<file path="config.mk">
export PLATFORM = sky130hd
export DESIGN_NAME = reversible_inverse_unit
export DESIGN_NICKNAME = d
export VERILOG_FILES = /design/src/rtl/reversible_pkg.sv /design/src/rtl/rev_inv_slice.sv /design/src/rtl/reversible_inverse_unit.sv
export SDC_FILE = /design/constraint.sdc
export NUM_CORES = 1
export LEC_CHECK = 0
export CORE_MARGIN = 8
export CORE_UTILIZATION = 37
export CTS_BUF_LIST = sky130_fd_sc_hd__clkbuf_4 sky130_fd_sc_hd__clkbuf_8
export DETAILED_ROUTE_END_ITERATION = 7
export GPL_TIMING_DRIVEN = 0
export RECOVER_POWER = 50
export SLEW_MARGIN = 20
export SYNTH_ARGS = -nofsm -noshare
export SYNTH_HDL_FRONTEND = slang
export SYNTH_SLANG_ARGS = --single-unit
export TNS_END_PERCENT = 1
</file>
<file path="constraint.sdc">
create_clock -name clk -period 2.6 [get_ports clk]
set_clock_uncertainty 0.05 [all_clocks]
set_input_delay 0.39 -clock clk [delete_from_list [all_inputs] [get_ports clk]]
set_output_delay 0.39 -clock clk [all_outputs]
set_load 0.02 [all_outputs]
</file>
<file path="src/rtl/reversible_pkg.sv">
// Shared types and constants for the reversible-gate inverse unit.
// Also holds the saturating counter increment used by the statistics counters.
package reversible_pkg;

  typedef enum logic [1:0] {
    MODE_FREDKIN = 2'd0,
    MODE_PERES   = 2'd1,
    MODE_ADD     = 2'd2,
    MODE_ILLEGAL = 2'd3
  } mode_e;

  typedef enum logic [1:0] {
    IDLE = 2'd0,
    RUN  = 2'd1,
    HOLD = 2'd2
  } state_e;

  localparam int CNT_W = 16;

  function automatic logic [CNT_W-1:0] sat_inc(input logic [CNT_W-1:0] v);
    logic [CNT_W-1:0] res;
    if (v == {CNT_W{1'b1}}) begin
      res = v;
    end else begin
      res = v + {{(CNT_W-1){1'b0}}, 1'b1};
    end
    return res;
  endfunction

endpackage

</file>
<file path="src/rtl/rev_inv_slice.sv">
// Combinational inverse of one SLICE-bit chunk of a Fredkin, Peres or A+B+1 gate.
// carry_out is only meaningful in adder mode and is zero otherwise.
module rev_inv_slice
  import reversible_pkg::*;
#(
  parameter int SLICE = 8
) (
  input  mode_e            mode,
  input  logic [SLICE-1:0] p,
  input  logic [SLICE-1:0] q,
  input  logic [SLICE-1:0] r,
  input  logic             carry_in,
  output logic [SLICE-1:0] a,
  output logic [SLICE-1:0] b,
  output logic [SLICE-1:0] c,
  output logic             carry_out
);

  logic [SLICE:0] sum_s;

  // Per-mode inverse; the adder undoes Q = A + B + 1 as B = Q + ~A (+ carry).
  always_comb begin
    sum_s     = {1'b0, q} + {1'b0, ~p} + {{SLICE{1'b0}}, carry_in};
    a         = p;
    b         = {SLICE{1'b0}};
    c         = {SLICE{1'b0}};
    carry_out = 1'b0;
    case (mode)
      MODE_FREDKIN: begin
        b = (p & r) | (~p & q);
        c = (p & q) | (~p & r);
      end
      MODE_PERES: begin
        b = p ^ q;
        c = (p & (p ^ q)) ^ r;
      end
      MODE_ADD: begin
        b         = sum_s[SLICE-1:0];
        c         = r;
        carry_out = sum_s[SLICE];
      end
      default: begin
        a = {SLICE{1'b0}};
      end
    endcase
  end

endmodule

</file>
<file path="src/rtl/reversible_inverse_unit.sv">
// Bit-serial (SLICE bits per cycle, LSB first) decoder recovering A/B/C from
// reversible-gate outputs P/Q/R, with valid/ready on both sides and word/error counters.
module reversible_inverse_unit
  import reversible_pkg::*;
#(
  parameter int WIDTH = 32,
  parameter int SLICE = 8
) (
  input  logic             clk,
  input  logic             rst_n,
  input  logic             in_valid,
  output logic             in_ready,
  input  logic [1:0]       in_mode,
  input  logic [WIDTH-1:0] in_p,
  input  logic [WIDTH-1:0] in_q,
  input  logic [WIDTH-1:0] in_r,
  output logic             out_valid,
  input  logic             out_ready,
  output logic [WIDTH-1:0] out_a,
  output logic [WIDTH-1:0] out_b,
  output logic [WIDTH-1:0] out_c,
  output logic [1:0]       out_mode,
  output logic             out_err,
  output logic [CNT_W-1:0] cnt_words,
  output logic [CNT_W-1:0] cnt_err,
  output logic             busy
);

  localparam int N     = WIDTH / SLICE;
  localparam int SCW   = (N > 1) ? $clog2(N) : 1;
  localparam logic [SCW-1:0] LAST_SLICE = SCW'(N - 1);

  if ((WIDTH % SLICE) != 0) begin : g_bad_slice
    $error("WIDTH must be a multiple of SLICE");
  end

  state_e                 state_r;
  mode_e                  mode_r;
  logic [SCW-1:0]         slice_cnt_r;
  logic                   carry_r;
  logic [WIDTH-1:0]       p_sr_r, q_sr_r, r_sr_r;
  logic [WIDTH-1:0]       a_r, b_r, c_r;
  logic                   out_valid_r, out_err_r;
  logic [1:0]             out_mode_r;
  logic [CNT_W-1:0]       cnt_words_r, cnt_err_r;

  logic [SLICE-1:0]       slice_a_s, slice_b_s, slice_c_s;
  logic                   slice_carry_s;
  logic [WIDTH+SLICE-1:0] a_cat_s, b_cat_s, c_cat_s;

  rev_inv_slice #(.SLICE(SLICE)) u_slice (
    .mode      (mode_r),
    .p         (p_sr_r[SLICE-1:0]),
    .q         (q_sr_r[SLICE-1:0]),
    .r         (r_sr_r[SLICE-1:0]),
    .carry_in  (carry_r),
    .a         (slice_a_s),
    .b         (slice_b_s),
    .c         (slice_c_s),
    .carry_out (slice_carry_s)
  );

  // New slice enters from the MSB side so the word is LSB-aligned after N slices.
  always_comb begin
    a_cat_s = {slice_a_s, a_r} >> SLICE;
    b_cat_s = {slice_b_s, b_r} >> SLICE;
    c_cat_s = {slice_c_s, c_r} >> SLICE;
  end

  // Control FSM with datapath shift registers, carry chain and counters.
  always_ff @(posedge clk or negedge rst_n) begin
    if (!rst_n) begin
      state_r     <= IDLE;
      mode_r      <= MODE_FREDKIN;
      slice_cnt_r <= {SCW{1'b0}};
      carry_r     <= 1'b0;
      p_sr_r      <= {WIDTH{1'b0}};
      q_sr_r      <= {WIDTH{1'b0}};
      r_sr_r      <= {WIDTH{1'b0}};
      a_r         <= {WIDTH{1'b0}};
      b_r         <= {WIDTH{1'b0}};
      c_r         <= {WIDTH{1'b0}};
      out_valid_r <= 1'b0;
      out_err_r   <= 1'b0;
      out_mode_r  <= 2'd0;
      cnt_words_r <= {CNT_W{1'b0}};
      cnt_err_r   <= {CNT_W{1'b0}};
    end else begin
      case (state_r)
        IDLE: begin
          if (in_valid) begin
            p_sr_r      <= in_p;
            q_sr_r      <= in_q;
            r_sr_r      <= in_r;
            mode_r      <= mode_e'(in_mode);
            slice_cnt_r <= {SCW{1'b0}};
            carry_r     <= 1'b0;
            state_r     <= RUN;
          end else begin
            state_r     <= IDLE;
          end
        end
        RUN: begin
          p_sr_r  <= p_sr_r >> SLICE;
          q_sr_r  <= q_sr_r >> SLICE;
          r_sr_r  <= r_sr_r >> SLICE;
          a_r     <= a_cat_s[WIDTH-1:0];
          b_r     <= b_cat_s[WIDTH-1:0];
          c_r     <= c_cat_s[WIDTH-1:0];
          carry_r <= slice_carry_s;
          if (slice_cnt_r == LAST_SLICE) begin
            state_r     <= HOLD;
            out_valid_r <= 1'b1;
            out_err_r   <= (mode_r == MODE_ILLEGAL);
            out_mode_r  <= mode_r;
          end else begin
            slice_cnt_r <= slice_cnt_r + {{(SCW-1){1'b0}}, 1'b1};
          end
        end
        HOLD: begin
          if (out_ready) begin
            state_r     <= IDLE;
            out_valid_r <= 1'b0;
            out_err_r   <= 1'b0;
            cnt_words_r <= sat_inc(cnt_words_r);
            if (out_err_r) begin
              cnt_err_r <= sat_inc(cnt_err_r);
            end else begin
              cnt_err_r <= cnt_err_r;
            end
          end else begin
            state_r <= HOLD;
          end
        end
        default: begin
          state_r <= IDLE;
        end
      endcase
    end
  end

  assign in_ready  = (state_r == IDLE);
  assign busy      = (state_r != IDLE);
  assign out_valid = out_valid_r;
  assign out_err   = out_err_r;
  assign out_mode  = out_mode_r;
  assign out_a     = a_r;
  assign out_b     = b_r;
  assign out_c     = c_r;
  assign cnt_words = cnt_words_r;
  assign cnt_err   = cnt_err_r;

endmodule

</file>
==> run_1/gate_families.png <==
Drawn at 2 px/um.
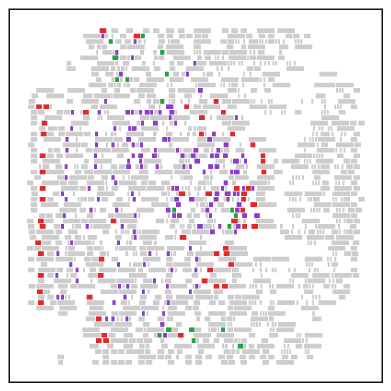
family	colour	cells
AND-OR and OR-AND gates	red	57
AND and OR gates	green	18
inverting AOI/OAI gates	purple	154

==> run_1/met3.png <==
Drawn at 2 px/um.
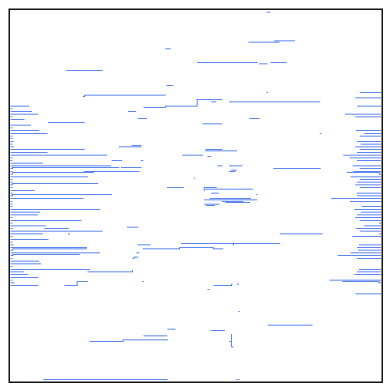
nets with wire on the layer	155
share of all routed wire	8.3%
main direction	horizontal
vias post-DR: 8628
GR Layer Usage met3: 5.74%

==> flow_summary_export.csv, run 1 <==
group,metric,value,unit
status,status,"finished clean",
grt,busiest_layer,"met2",
grt,grt_pass1_vias,8740,
hold_path,hold_depth,3,
grt,gr-usage-met2,28.0,%
final_timing,final-setup-viol-count,0,
worst_setup_path,cp_top_family,"buffers and inverters",
flow_run,log.warning_count,35,
layout,postLayoutCoreUtil,50.7,%
power,seqPwrFrac,33.8,%
synth,flop_cell,"dfrtp_1",
final_timing,relSlewSlack,16.0,%
worst_setup_path,crit_buf_inv,2,
routing,wirelength,30.7,mm
grt,antenna_found_initial,2,
routing,drtAntennaViolNets,0,
power,swShare,41.1,%
clocking,cts_max_level,2,
clocking,cts_tree,"built",
routing,dr.pass1.iters,5,
power,pwr-share-comb,45.8,%
placement,dp_slack,-0.198,ns
worst_setup_path,worstPathRequired,2.16,ns
routing,drc,0,
worst_setup_path,path_class,"flop to primary output",
synth,top_cell_area_share,55.2,%
grt,grt_usage,17.7,%
floorplan,die_w,186,um
clocking,postCtsSetupRepairBufs,0,
synth,synth.cell_area,10700,um^2
worst_setup_path,worstPathArrival,2.01,ns
flow_run,max_cap_violations,0,
synth,top_cell,"nand2_1",
synth,synth_area_leader_cell,"dfrtp_1",
power,internal-power,10900,uW
synth,synth_flops,235,
placement,place_area,13600,um^2
worst_setup_path,crit_chain,"clkbuf_1, or2_2, clkdlybuf4s50_1",
grt,grt_max_degree,88,
layout,area_growth,35.8,%
grt,overflow,0,
power,p_sw,7600,uW
synth,async_flop_share,100,%
clocking,cts_buffers,42,
layout,design_area,14500,um^2
power,p_per_area,1280,nW/um^2
final_timing,postLayoutSetupSlackWorst,0.148,ns
worst_setup_path,crit_path_max_fanout,9,
final_timing,post-route-period-util,94.3,%
routing,routed_via_density,4.89,
floorplan,placementRows,62,
placement,port_buffers,235,
synth,edf_count,0,
final_timing,max_freq,408,MHz
clocking,clkSinkCount,235,
layout,layout.nets,1470,
power,p_leak,0.00675,uW
clocking,clk_latency,0.55,ns
worst_setup_path,ff2ff_path_depth,7,
final_timing,worst_pin_slew,1.26,ns
worst_setup_path,crit_path_end_kind,"primary output",
final_timing,period_minus_slack,2.45,ns
placement,gp_congestion,0.886,
grt,grt_pass1_wl,48.3,mm
layout,final_layout_size_suffix_gt1_share,7.47,%
worst_setup_path,slowest_delay,0.55,ns
power,power.total,18500,uW
worst_setup_path,crit_cells,3,
synth,yosysWarnings,0,
synth,yosys_cells,1065,
floorplan,coreArea,28500,um^2
clocking,cts_root_buf,"clkbuf_8",
power,clockPowerShare,20.4,%
power,irDropWorstVdd,0.000462,V
synth,ys_types,54,
synth,yosys_area,10700,um^2
routing,drt-wirelength-per-cell,17.4,um
routing,initialDrtViolationCount,486,
synth,syn_avg_cell_area,10.0,um^2
synth,area_leaders,"dfrtp_1 (55%), nand2_1 (11%), mux2i_1 (6.2%), o21ai_0 (3.9%), a22o_1 (2.7%)",
==> run_1/drive_strength.png <==
Drawn at 2 px/um.
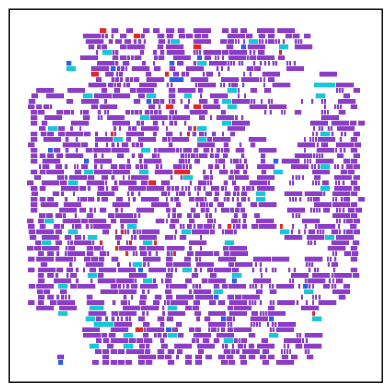
size	colour	cells	most used
drive 2	red	24	buf_2
drive 3 to 4	blue	18	clkbuf_4
drive 1 or less	purple	1276	nand2_1
drive 6 and up	cyan	61	clkbuf_8

-- run 1: placed cells by master, fill, tap and decap left out, types with 3 or more instances in the layout --
cell,n
a2111oi_0,3
a21oi_1,19
a22o_1,33
a22oi_1,12
a31oi_1,11
and3_1,8
buf_1,7
buf_2,10
clkbuf_1,43
clkbuf_4,16
clkbuf_8,57
clkdlybuf4s50_1,217
clkinv_2,3
dfrtp_1,235
dlygate4sd3_1,17
ha_1,19
inv_1,22
mux2_2,5
mux2i_1,66
nand2_1,313
nand2b_1,5
nand3_1,11
nand4_1,13
nor2_1,21
nor2b_1,14
nor3_1,6
nor3b_1,3
o211a_1,3
o211ai_1,14
o21a_1,12
o21ai_0,83
o221ai_1,3
xnor2_1,28
xor2_1,8
-- run 1: through the flow --
step / TNS, ns / hold slack, ns / instances
2_1_floorplan: 0 / 0.0444 / 1065
3_3_place_gp: -2175.87 / 0.407 / 1684
3_5_place_dp: -7.98 / 0.408 / 1686
4_1_cts: 0 / 0.340 / 1763
5_1_grt: 0 / 0.377 / 1763
6_report: 0 / 0.366 / 1765
-- run 1: worst paths after layout --
path | from | to | slack [ns]
worst min register to register | out_c[6] | out_c[6] | 0.41
worst max-delay path | state_r[1] | busy | 0.15
worst min-delay path | in_mode[0] | mode_r[0] | 0.37
worst max register to register | p_sr_r[0] | out_b[28] | 0.16
max in group asynchronous | rst_n | out_c[5] | 0.47
min in group asynchronous | rst_n | p_sr_r[27] | 0.63
-- run 1: repair_timing --
action / in CTS / in global routing
hold buffers: 1 / 0
endpoints found under the hold margin: 86 / 0
resized: 0 / 3
setup endpoints to repair: 0 / 7
-- run 1: layer usage --
metal	share of wire (%)	up-vias
met1	43	4106
met5	0.088	-
met3	8.3	46
li1	-	4232
met2	46	240
met4	2.6	4
-- run 1: final cells by class --
| class | count | area [um^2] |
|---|---|---|
| inverters | 22 | 82.6 |
| plain buffers | 61 | 249 |
| multi-input cells | 747 | 4430 |
| clock inverters | 4 | 45.0 |
| clock buffers | 72 | 897 |
| flip-flops and latches | 235 | 5880 |
| well taps | 384 | 480 |
| diodes | 2 | 5.00 |
| fillers | 2749 | 14100 |
| repair buffers | 238 | 2410 |
-- run 1: tightest hold or removal path: stages --
cell             delay (ns)
clkdlybuf4s50_1        0.40
nand2_1                0.05
o21ai_0                0.07
-- run 1: cells by family after synthesis --
group,synth area share (%)
simple gates,16.3
flops,55.2
compound gates,13.1
buf+inv,3.16
mux,6.73
xor+xnor,2.96
fa+ha+maj,2.61
-- run 1: power groups by stage --
stage | combinational, uW | sequential [uW] | clock [uW]
final | 8480 | 6250 | 3780
after global routing | 9400 | 6430 | 4050
after CTS | 8650 | 6260 | 3880
after detailed placement | 8610 | 6320 | 0
after global placement | 8490 | 6290 | 0
after floorplan | 4620 | 6790 | 0
-- run 1: state kept, by name (all words and copies together) (netlist names) --
signal       count
carry_r          1
out_a           32
state_r          2
cnt_words       16
q_sr_r          32
out_err          1
r_sr_r          32
p_sr_r          32
out_b           32
slice_cnt_r      2
cnt_err         16
mode_r           2
out_mode         2
out_c           32
out_valid        1
==> run 2: changes to the inputs <==
--- a/config.mk
+++ b/config.mk
@@ -14,5 +14,6 @@
 export SLEW_MARGIN = 20
 export SYNTH_ARGS = -nofsm -noshare
 export SYNTH_HDL_FRONTEND = slang
+export SYNTH_HIERARCHICAL = 1
 export SYNTH_SLANG_ARGS = --single-unit
 export TNS_END_PERCENT = 1
==> constraint.sdc (replaced) <==
create_clock -name clk -period 2.75 [get_ports clk]
set_clock_uncertainty 0.05 [all_clocks]
set_input_delay 0.4125 -clock clk [delete_from_list [all_inputs] [get_ports clk]]
set_output_delay 0.4125 -clock clk [all_outputs]
set_load 0.02 [all_outputs]
==> run_2/drive_strength.png <==
Drawn at 2 px/um.
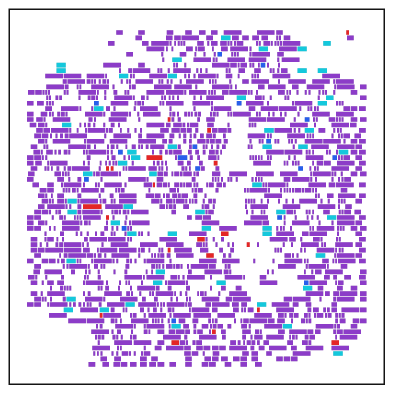
size	colour	cells
drive 1 or less	purple	1467
drive 6 and up	cyan	54
drive 2	red	20
drive 3 to 4	blue	17

==> flow_summary_export.csv, run 2 <==
group,metric,value,unit
routing,vias,9517,
worst_setup_path,crit_path_end_kind,"flop",
routing,routed_via_density,4.90,
worst_setup_path,path_class,"flop to flop",
clocking,clkTransAtPathRegs,0.06,ns
clocking,cts_tree,"built",
synth,syn_inst,1250,
final_timing,hold_viol,0,
clocking,cts_max_level,2,
synth,yosys-top-cells-count,"nand2_1 (513), dfrtp_1 (235), nor2_1 (98)",
final_timing,finalMaxSlewViolations,0,
placement,port_buffers,235,
clocking,postCtsSetupRepairBufs,0,
synth,synth.cell_area,10800,um^2
power,irDropWorstVdd,0.000374,V
placement,place_inst,1871,
power,p_per_area,1250,nW/um^2
synth,edf_count,0,
synth,yosys_area,10800,um^2
routing,drc,0,
layout,layout.nets,1656,
grt,overflow,0,
clocking,clkSinkCount,235,
clocking,cts_root_buf,"clkbuf_8",
grt,antenna_found_initial,1,
worst_setup_path,worstPathArrival,2.96,ns
synth,async_flop_share,100,%
layout,layout_top_cell,"nand2_1",
status,status,"finished clean",
hold_path,hold_path.class,"input pin to flop",
floorplan,pin_count,236,
layout,final_cell_mix,"nand2_1 (513), dfrtp_1 (234), clkdlybuf4s50_1 (206), nor2_1 (98), a31oi_1 (80)",
layout,area_growth,34.1,%
placement,gp_congestion,0.886,
layout,final_cells,1943,
power,p_leak,0.00698,uW
grt,grt_max_degree,96,
power,swShare,43.7,%
floorplan,placementRows,62,
flow_run,max_cap_violations,0,
power,seqPwrFrac,33.9,%
synth,synth_flops,235,
grt,grt_pass1_vias,9970,
power,p_sw,7920,uW
layout,postLayoutCoreUtil,50.4,%
synth,synth_area_leader_cell,"dfrtp_1",
synth,area_leaders,"dfrtp_1 (55%), nand2_1 (18%), a31oi_1 (4.6%), nor2_1 (3.4%), xor2_1 (2.3%)",
worst_setup_path,worstPathRequired,3.09,ns
routing,dr.pass1.iters,6,
final_timing,relSlewSlack,14.1,%
synth,syn_avg_cell_area,8.62,um^2
floorplan,fp_util,37.6,%
grt,grt_usage,18.4,%
worst_setup_path,crit_path_max_fanout,5,
final_timing,max_freq,382,MHz
floorplan,coreArea,28700,um^2
power,clockPowerShare,18.1,%
synth,yosysSeqAreaShare,54.5,%
placement,hpwl,24.0,mm
final_timing,rsz0062_at_grt,"no",
grt,grt_pass1_wl,53.2,mm
floorplan,die-height,187,um
synth,yosysWarnings,6,
synth,synth_nets,1373,
floorplan,die_area,34900,um^2
floorplan,die_w,187,um
synth,yosys_cells,1250,
layout,final_layout_size_suffix_gt1_share,5.84,%
clocking,cts.path.max_buffers,3,
routing,drt-wirelength-per-cell,16.5,um
worst_setup_path,cp-start-kind,"flop",
synth,flop_cell,"dfrtp_1",
clocking,cts_buffers,43,
final_timing,period_minus_slack,2.62,ns
synth,ys_types,54,
synth,top_cell,"nand2_1",
routing,wirelength,32.1,mm
final_timing,post-route-period-util,95.1,%
layout,fill_cells,2806,
final_timing,final-setup-viol-count,0,
clocking,clk_latency,0.54,ns
power,internal-power,10200,uW
final_timing,worst_pin_slew,1.29,ns
flow_run,log.warning_count,35,
routing,drtAntennaViolNets,0,
routing,initialDrtViolationCount,621,
power,pwr-share-comb,48.0,%
synth,top_cell_area_share,54.5,%
==> run 2: critical path, stage by stage, from the launching register on <==
cell and delay (ns):
dfrtp_2 0.42, inv_2 0.09, fa_1 0.48, inv_1 0.09
fa_2 0.24, nor2b_4 0.05, o31a_1 0.28, o311a_1 0.32
o21ai_0 0.18, a21oi_1 0.09, nand2_1 0.10, o21ai_0 0.09
==> run 2: path summary, 6_finish.rpt <==
kind | startpoint | to | slack (ns) | depth (start not counted)
worst max-delay path | p_sr_r[0] | carry_r | 0.13 | 11
worst min-delay path | in_p[25] | p_sr_r[25] | 0.35 | 3
worst max register to register | p_sr_r[0] | carry_r | 0.13 | 11
worst min register to register | out_c[7] | out_c[7] | 0.41 | 2
max in group asynchronous | rst_n | out_c[30] | 0.49 | 3
min in group asynchronous | rst_n | out_b[22] | 0.65 | 2
==> run 2: layer usage <==
layer | vias to the layer above | track usage (%) | share of wire (%)
met1 | 4508 | 24.7 | 47
met2 | 292 | 28.7 | 44
met4 | 0 | 6.23 | 2.6
met3 | 55 | 4.55 | 6.1
met5 | - | 0 | 0
li1 | 4662 | - | -
==> run 2: timing repair <==
action / in CTS / in global routing
setup endpoints to repair: 0 / 2
resized: 0 / 3
hold buffers: 1 / 0
hold endpoints to repair: 48 / 0
==> run 2: cell families after synthesis <==
kind of cell	Yosys count	synth area share (%)
flops	235	54.5
simple gates	704	26.8
xor+xnor	39	3.17
fa+ha+maj	21	2.58
compound gates	144	8.24
mux	11	1.09
buf+inv	96	3.56
==> run 2: layout make-up <==
class | count | area, um^2 | area share, %
buffer | 73 | 293 | 2.03
inverter | 23 | 86.3 | 0.597
antenna | 1 | 2.50 | 0.0173
timing repair buffer | 238 | 2380 | 16.5
tap | 384 | 480 | 3.32
multi-input combinational | 919 | 4500 | 31.1
sequential | 235 | 5880 | 40.7
clock buffer | 65 | 807 | 5.58
clock inverter | 5 | 25.0 | 0.173
==> run 2: power by group through the flow <==
stage / logic [uW] / clock network, uW / registers (uW)
floorplan: 4810 / 0 / 6660
global placement: 8670 / 0 / 6170
detailed placement: 8810 / 0 / 6210
CTS: 8850 / 3370 / 6160
global route: 9750 / 3540 / 6370
finish: 8700 / 3270 / 6150
==> run 2: stage by stage <==
step	area [um^2]	total power [uW]	hold slack, ns	setup WS (ns)	setup TNS (ns)
CTS	14500	18400	0.319	0.0130	0
finish	14500	18100	0.355	0.134	0
global placement	13600	14800	0.407	-9.04	-2117.39
floorplan	10800	11500	0.0669	0.393	0
global route	14500	19700	0.355	0.0128	0
detailed placement	13700	15000	0.302	0.0516	0
No activity file was given, so power comes from the tool's default toggle rates.
